--- src/rtl/alu2_pkg.sv ---
// Shared types for the alu2 command issuer: opcode and FSM enums, and the queued command record.
package alu2_pkg;

   typedef enum logic [2:0] {
      OP_NOP = 3'd0,
      OP_ADC = 3'd1,
      OP_SUB = 3'd2,
      OP_ROL = 3'd3,
      OP_ROR = 3'd4,
      OP_AND = 3'd5,
      OP_ORR = 3'd6,
      OP_EOR = 3'd7
   } alu2_op_e;

   typedef enum logic [2:0] {
      ST_IDLE    = 3'd0,
      ST_LOAD    = 3'd1,
      ST_ARM     = 3'd2,
      ST_STROBE  = 3'd3,
      ST_WAIT_LO = 3'd4,
      ST_WAIT_HI = 3'd5,
      ST_RESULT  = 3'd6
   } alu2_issue_state_e;

   // 21-bit command as held in the FIFO
   typedef struct packed {
      alu2_op_e    opcode;
      logic [7:0]  operand0;
      logic [7:0]  operand1;
      logic        carry;
      logic        chain;
   } alu2_cmd_t;

   function automatic alu2_cmd_t alu2_pack_cmd(input logic [2:0] opcode,
                                               input logic [7:0] operand0,
                                               input logic [7:0] operand1,
                                               input logic       carry,
                                               input logic       chain);
      alu2_cmd_t cmd;
      cmd.opcode   = alu2_op_e'(opcode);
      cmd.operand0 = operand0;
      cmd.operand1 = operand1;
      cmd.carry    = carry;
      cmd.chain    = chain;
      return cmd;
   endfunction

endpackage

--- src/rtl/alu2_cmd_fifo.sv ---
// Synchronous FIFO of alu2 commands with full/empty/count; storage is not reset, pointers and count are.
module alu2_cmd_fifo
   import alu2_pkg::*;
#(
   parameter int DEPTH = 4
) (
   input  logic                   aclk,
   input  logic                   aresetn,
   input  logic                   push,
   input  alu2_cmd_t              wr_data,
   input  logic                   pop,
   output alu2_cmd_t              rd_data,
   output logic                   full,
   output logic                   empty,
   output logic [$clog2(DEPTH):0] count
);

   localparam int PTR_W = $clog2(DEPTH);
   localparam int CNT_W = PTR_W + 1;

   alu2_cmd_t        mem [DEPTH];
   logic [PTR_W-1:0] wr_ptr;
   logic [PTR_W-1:0] rd_ptr;

   always_ff @(posedge aclk) begin
      if (push) begin
         mem[wr_ptr] <= wr_data;
      end
   end

   // pointers wrap naturally since DEPTH is a power of two
   always_ff @(posedge aclk or negedge aresetn) begin
      if (!aresetn) begin
         wr_ptr <= '0;
         rd_ptr <= '0;
         count  <= '0;
      end else begin
         if (push) begin
            wr_ptr <= wr_ptr + PTR_W'(1);
         end
         if (pop) begin
            rd_ptr <= rd_ptr + PTR_W'(1);
         end
         case ({push, pop})
            2'b10:   count <= count + CNT_W'(1);
            2'b01:   count <= count - CNT_W'(1);
            default: count <= count;
         endcase
      end
   end

   assign rd_data = mem[rd_ptr];
   assign full    = (count == CNT_W'(DEPTH));
   assign empty   = (count == '0);

endmodule

--- src/rtl/alu2_issue.sv ---
// Command issuer for the alu2 ALU: queues commands, runs write/strobe/busy per command, returns results.
// Build option ALU2_ISSUE_CARRY_CHAIN_EN adds a stored carry selectable per command via s_chain.
module alu2_issue
   import alu2_pkg::*;
#(
   parameter int DEPTH   = 4,
   parameter int TIMEOUT = 16
) (
   input  logic       aclk,
   input  logic       aresetn,
   input  logic       s_valid,
   output logic       s_ready,
   input  logic [2:0] s_opcode,
   input  logic [7:0] s_operand0,
   input  logic [7:0] s_operand1,
   input  logic       s_carry,
   input  logic       s_chain,
   output logic       alu_enable,
   output logic       alu_write,
   output logic       alu_strobe,
   output logic [2:0] alu_opcode,
   output logic       alu_carryflag,
   output logic [7:0] alu_operand0,
   output logic [7:0] alu_operand1,
   input  logic [7:0] alu_result,
   input  logic       alu_carry,
   input  logic       alu_zero,
   input  logic       alu_sign,
   input  logic       alu_ready,
   output logic       m_valid,
   input  logic       m_ready,
   output logic [7:0] m_result,
   output logic       m_carry,
   output logic       m_zero,
   output logic       m_sign,
   output logic       m_timeout
);

   localparam int TMO_W = $clog2(TIMEOUT + 1);

   alu2_issue_state_e     state;
   alu2_issue_state_e     state_nxt;
   alu2_cmd_t             cmd_in;
   alu2_cmd_t             cmd_head;
   logic                  fifo_push;
   logic                  fifo_pop;
   logic                  fifo_full;
   logic                  fifo_empty;
   logic [$clog2(DEPTH):0] fifo_count;
   logic                  load_cnt;
   logic [TMO_W-1:0]      tmo_cnt;
   logic                  tmo_last;
   logic                  cap_ok;
   logic                  cap_tmo;
   logic                  carry_sel;
   logic                  unused_sigs;

   assign cmd_in    = alu2_pack_cmd(s_opcode, s_operand0, s_operand1, s_carry, s_chain);
   assign s_ready   = !fifo_full;
   assign fifo_push = s_valid && s_ready;

   alu2_cmd_fifo #(
      .DEPTH (DEPTH)
   ) u_fifo (
      .aclk    (aclk),
      .aresetn (aresetn),
      .push    (fifo_push),
      .wr_data (cmd_in),
      .pop     (fifo_pop),
      .rd_data (cmd_head),
      .full    (fifo_full),
      .empty   (fifo_empty),
      .count   (fifo_count)
   );

`ifdef ALU2_ISSUE_CARRY_CHAIN_EN
   logic carry_q;

   always_ff @(posedge aclk or negedge aresetn) begin
      if (!aresetn) begin
         carry_q <= 1'b0;
      end else if (cap_ok) begin
         carry_q <= alu_carry;
      end
   end

   assign carry_sel   = cmd_head.chain ? carry_q : cmd_head.carry;
   assign unused_sigs = ^fifo_count;
`else
   assign carry_sel   = cmd_head.carry;
   assign unused_sigs = ^{fifo_count, cmd_head.chain};
`endif

   // wait budget spans WAIT_LO and WAIT_HI together; abandon on the TIMEOUT-th wait cycle
   assign tmo_last = (tmo_cnt >= TMO_W'(TIMEOUT - 1));

   always_comb begin
      state_nxt = state;
      fifo_pop  = 1'b0;
      cap_ok    = 1'b0;
      cap_tmo   = 1'b0;
      case (state)
         ST_IDLE: begin
            if (!fifo_empty && alu_enable) begin
               fifo_pop  = 1'b1;
               state_nxt = ST_LOAD;
            end
         end
         ST_LOAD: begin
            if (load_cnt) begin
               state_nxt = ST_ARM;
            end
         end
         ST_ARM:    state_nxt = ST_STROBE;
         ST_STROBE: state_nxt = ST_WAIT_LO;
         ST_WAIT_LO: begin
            if (tmo_last) begin
               cap_tmo   = 1'b1;
               state_nxt = ST_RESULT;
            end else if (!alu_ready) begin
               state_nxt = ST_WAIT_HI;
            end
         end
         ST_WAIT_HI: begin
            if (alu_ready) begin
               cap_ok    = 1'b1;
               state_nxt = ST_RESULT;
            end else if (tmo_last) begin
               cap_tmo   = 1'b1;
               state_nxt = ST_RESULT;
            end
         end
         ST_RESULT: begin
            if (m_ready) begin
               state_nxt = ST_IDLE;
            end
         end
         default: state_nxt = ST_IDLE;
      endcase
   end

   // control registers; ALU strobes and m_valid follow the next state so they are glitch-free
   always_ff @(posedge aclk or negedge aresetn) begin
      if (!aresetn) begin
         state      <= ST_IDLE;
         load_cnt   <= 1'b0;
         tmo_cnt    <= '0;
         alu_enable <= 1'b0;
         alu_write  <= 1'b0;
         alu_strobe <= 1'b0;
         m_valid    <= 1'b0;
      end else begin
         state      <= state_nxt;
         alu_enable <= 1'b1;
         alu_write  <= (state_nxt == ST_LOAD);
         alu_strobe <= (state_nxt == ST_STROBE);
         m_valid    <= (state_nxt == ST_RESULT);
         load_cnt   <= (state == ST_LOAD) && !load_cnt;
         if ((state == ST_WAIT_LO) || (state == ST_WAIT_HI)) begin
            tmo_cnt <= tmo_cnt + TMO_W'(1);
         end else begin
            tmo_cnt <= '0;
         end
      end
   end

   // command registers toward the ALU, loaded at pop
   always_ff @(posedge aclk or negedge aresetn) begin
      if (!aresetn) begin
         alu_opcode    <= 3'd0;
         alu_carryflag <= 1'b0;
         alu_operand0  <= 8'd0;
         alu_operand1  <= 8'd0;
      end else if (fifo_pop) begin
         alu_opcode    <= cmd_head.opcode;
         alu_carryflag <= carry_sel;
         alu_operand0  <= cmd_head.operand0;
         alu_operand1  <= cmd_head.operand1;
      end
   end

   // result registers only change at capture, so they hold while m_valid is up
   always_ff @(posedge aclk or negedge aresetn) begin
      if (!aresetn) begin
         m_result  <= 8'd0;
         m_carry   <= 1'b0;
         m_zero    <= 1'b0;
         m_sign    <= 1'b0;
         m_timeout <= 1'b0;
      end else if (cap_ok) begin
         m_result  <= alu_result;
         m_carry   <= alu_carry;
         m_zero    <= alu_zero;
         m_sign    <= alu_sign;
         m_timeout <= 1'b0;
      end else if (cap_tmo) begin
         m_result  <= 8'd0;
         m_carry   <= 1'b0;
         m_zero    <= 1'b0;
         m_sign    <= 1'b0;
         m_timeout <= 1'b1;
      end
   end

endmodule

--- config.mk ---
export PLATFORM = sky130hd
export DESIGN_NAME = alu2_issue
export DESIGN_NICKNAME = d
export VERILOG_FILES = /design/src/rtl/alu2_pkg.sv /design/src/rtl/alu2_cmd_fifo.sv /design/src/rtl/alu2_issue.sv
export SDC_FILE = /design/constraint.sdc
export NUM_CORES = 1
export LEC_CHECK = 0
export ABC_AREA = 1
export CAP_MARGIN = 10
export CORE_AREA = 2 2 111 113
export CTS_CLUSTER_DIAMETER = 80
export CTS_CLUSTER_SIZE = 25
export DETAILED_ROUTE_END_ITERATION = 8
export DIE_AREA = 0 0 113 115
export PLACE_DENSITY_LB_ADDON = 0.2
export SLEW_MARGIN = 30
export SYNTH_ARGS = -nofsm -noshare
export SYNTH_HDL_FRONTEND = slang
export SYNTH_SLANG_ARGS = --single-unit
--- constraint.sdc ---
create_clock -name aclk -period 2.2 [get_ports aclk]
set_input_delay 0.44 -clock aclk [delete_from_list [all_inputs] [get_ports aclk]]
set_output_delay 0.44 -clock aclk [all_outputs]
set_load 0.05 [all_outputs]
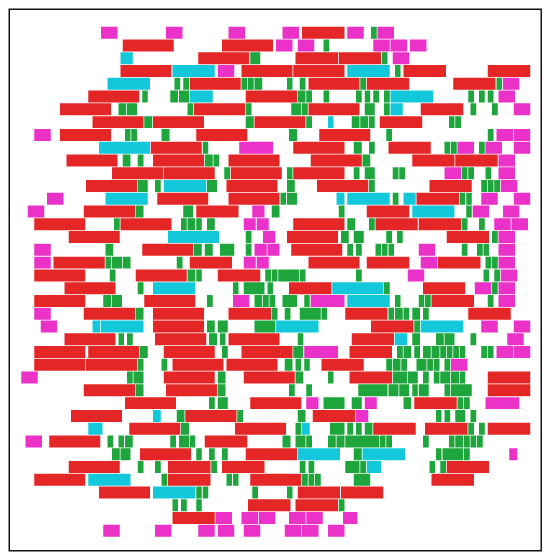
Fig. 1. Placement by cell class (run 1).
sequential cells -> red  # cells 132
remaining buffers and delay cells -> magenta  # cells 87
clock drivers and dummy loads -> cyan  # cells 32
combinational and other logic -> green  # cells 298
final core utilization: 0.572
post-layout instance area: 6750 um2
row count: 40
Seq area share: 0.549

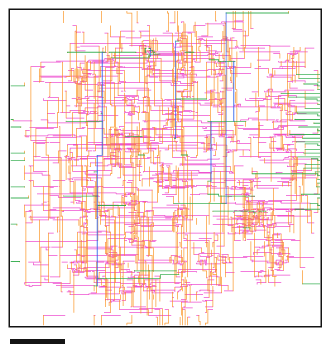
Fig. 2. Metal layers overlaid (run 1).
The bar under the picture is 20 um long.
metal 2 -> orange  # wire length 5110 um
metal 1 -> magenta  # wire length 4860 um
metal 3 -> green  # wire length 518 um
metal 4 -> blue  # wire length 238 um
GRT Total Usage: 0.179
wire per inst: 15.4 um
Total Wirelength: 10.7 mm
total number of vias: 3475

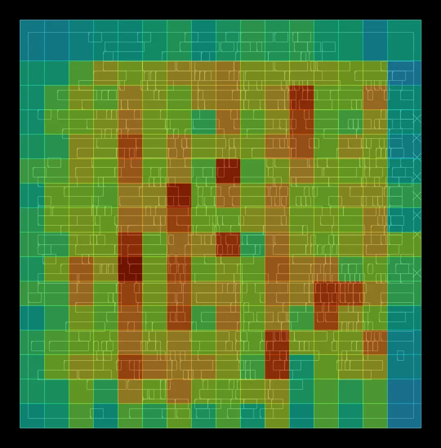
Fig. 3. Track usage over the die (run 1).
GR Util met2: 0.285
routing usage on met1: 0.231

==> flow_metrics.tcl, run 1 <==
# implementation run metrics
set metrics [dict create \
    cpMaxStageDelayCell "clkdlybuf4s50_1" \
    fp_util 0.439 \
    common_cells "nand2_1 (113), edfxtp_1 (80), nor2_1 (57)" \
    powerSeq_mw 3.65 \
    routed_via_density 4.99 \
    drcViolationCount 8 \
    yosys-stat-cells 448 \
    clock_area_frac 0.0890 \
    n_all_inverters 26 \
    startpoint_type "flop" \
    die-area_um2 13000 \
    fillers 1005 \
    area_growth_pct 30.2 \
    hpwlAfterDp_mm 6.74 \
    grt.overflow.total 0 \
    endpoint "alu_enable" \
    layout_top_cell "nand2_1" \
    top_cell "nand2_1" \
    min_period_over_period 0.949 \
    outcome "finished, violations left" \
    cp_top_family "buffers and inverters" \
    synthAdderAreaFrac 0.0208 \
    fin_nets 581 \
    violations "design-rule violations" \
]
==> run 1 -> run 2 <==
CORE_AREA = 2 2 99 125   (was 2 2 111 113)
CTS_BUF_LIST = sky130_fd_sc_hd__clkbuf_16   (was default)
DIE_AREA = 0 0 101 127   (was 0 0 113 115)
SETUP_SLACK_MARGIN = 0.1   (was default)
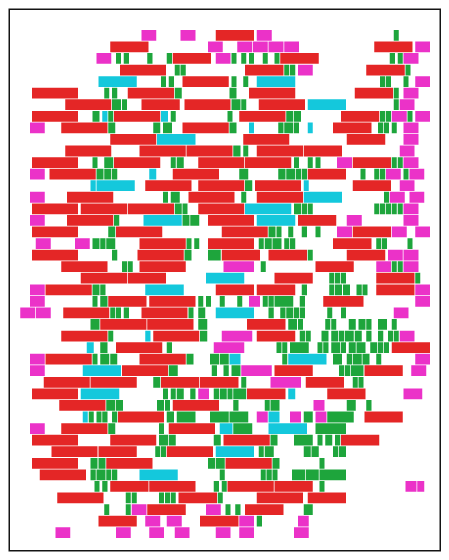
Fig. 4. Placement by cell class (run 2).
clock drivers and dummy loads -> cyan  # cells 32
sequential cells -> red  # cells 132
remaining buffers and delay cells -> magenta  # cells 84
combinational and other logic -> green  # cells 298
row count: 44
final core utilization: 0.578

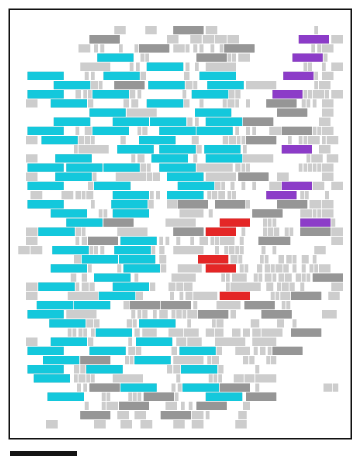
Fig. 5. Register map, names as in the netlist (run 2).
The bar under the picture is 20 um long. Other sequential cells in the stronger grey, the rest of the logic in the fainter grey.
tmo_cnt -> red  # sequential cells 5
m_result -> purple  # sequential cells 8
u_fifo.mem -> cyan  # sequential cells 80
not coloured = 39
Seq power: 3.67 mW
Sequential cell area: 3700 um2
Seq area share: 0.555

==> flow_metrics.tcl, run 2 <==
# implementation run metrics
set metrics [dict create \
    outcome "complete, no violations" \
    fillers 958 \
    drt-wirelength-per-cell_um 15.5 \
    final_area_um2 6680 \
    hold_buffers 0 \
    die-area_um2 12800 \
    use_met2 0.293 \
    common_cells "nand2_1 (113), edfxtp_1 (80), nor2_1 (57)" \
    max_cap_violations 0 \
    synthAdderAreaFrac 0.0208 \
    routed_via_density 5.04 \
    drcViolationCount 0 \
    yosys-stat-cells 448 \
    clock_area_frac 0.0787 \
    grt.overflow.total 0 \
    layout_top_cell "nand2_1" \
    hold_path.class "primary input to asynchronous set/reset pin" \
    fp_util 0.448 \
    cpMaxStageDelayCell "clkdlybuf4s50_1" \
    use_met1 0.212 \
    top_cell "nand2_1" \
    grt_usage 0.175 \
    vias 3448 \
    drt-total-wl_mm 10.6 \
    startpoint_type "flop" \
    area_growth_pct 28.8 \
    fin_nets 578 \
    n_all_inverters 26 \
    endpoint "alu_operand0[0]" \
    min_period_over_period 0.933 \
]
Power is estimated from default activity; no workload was simulated.
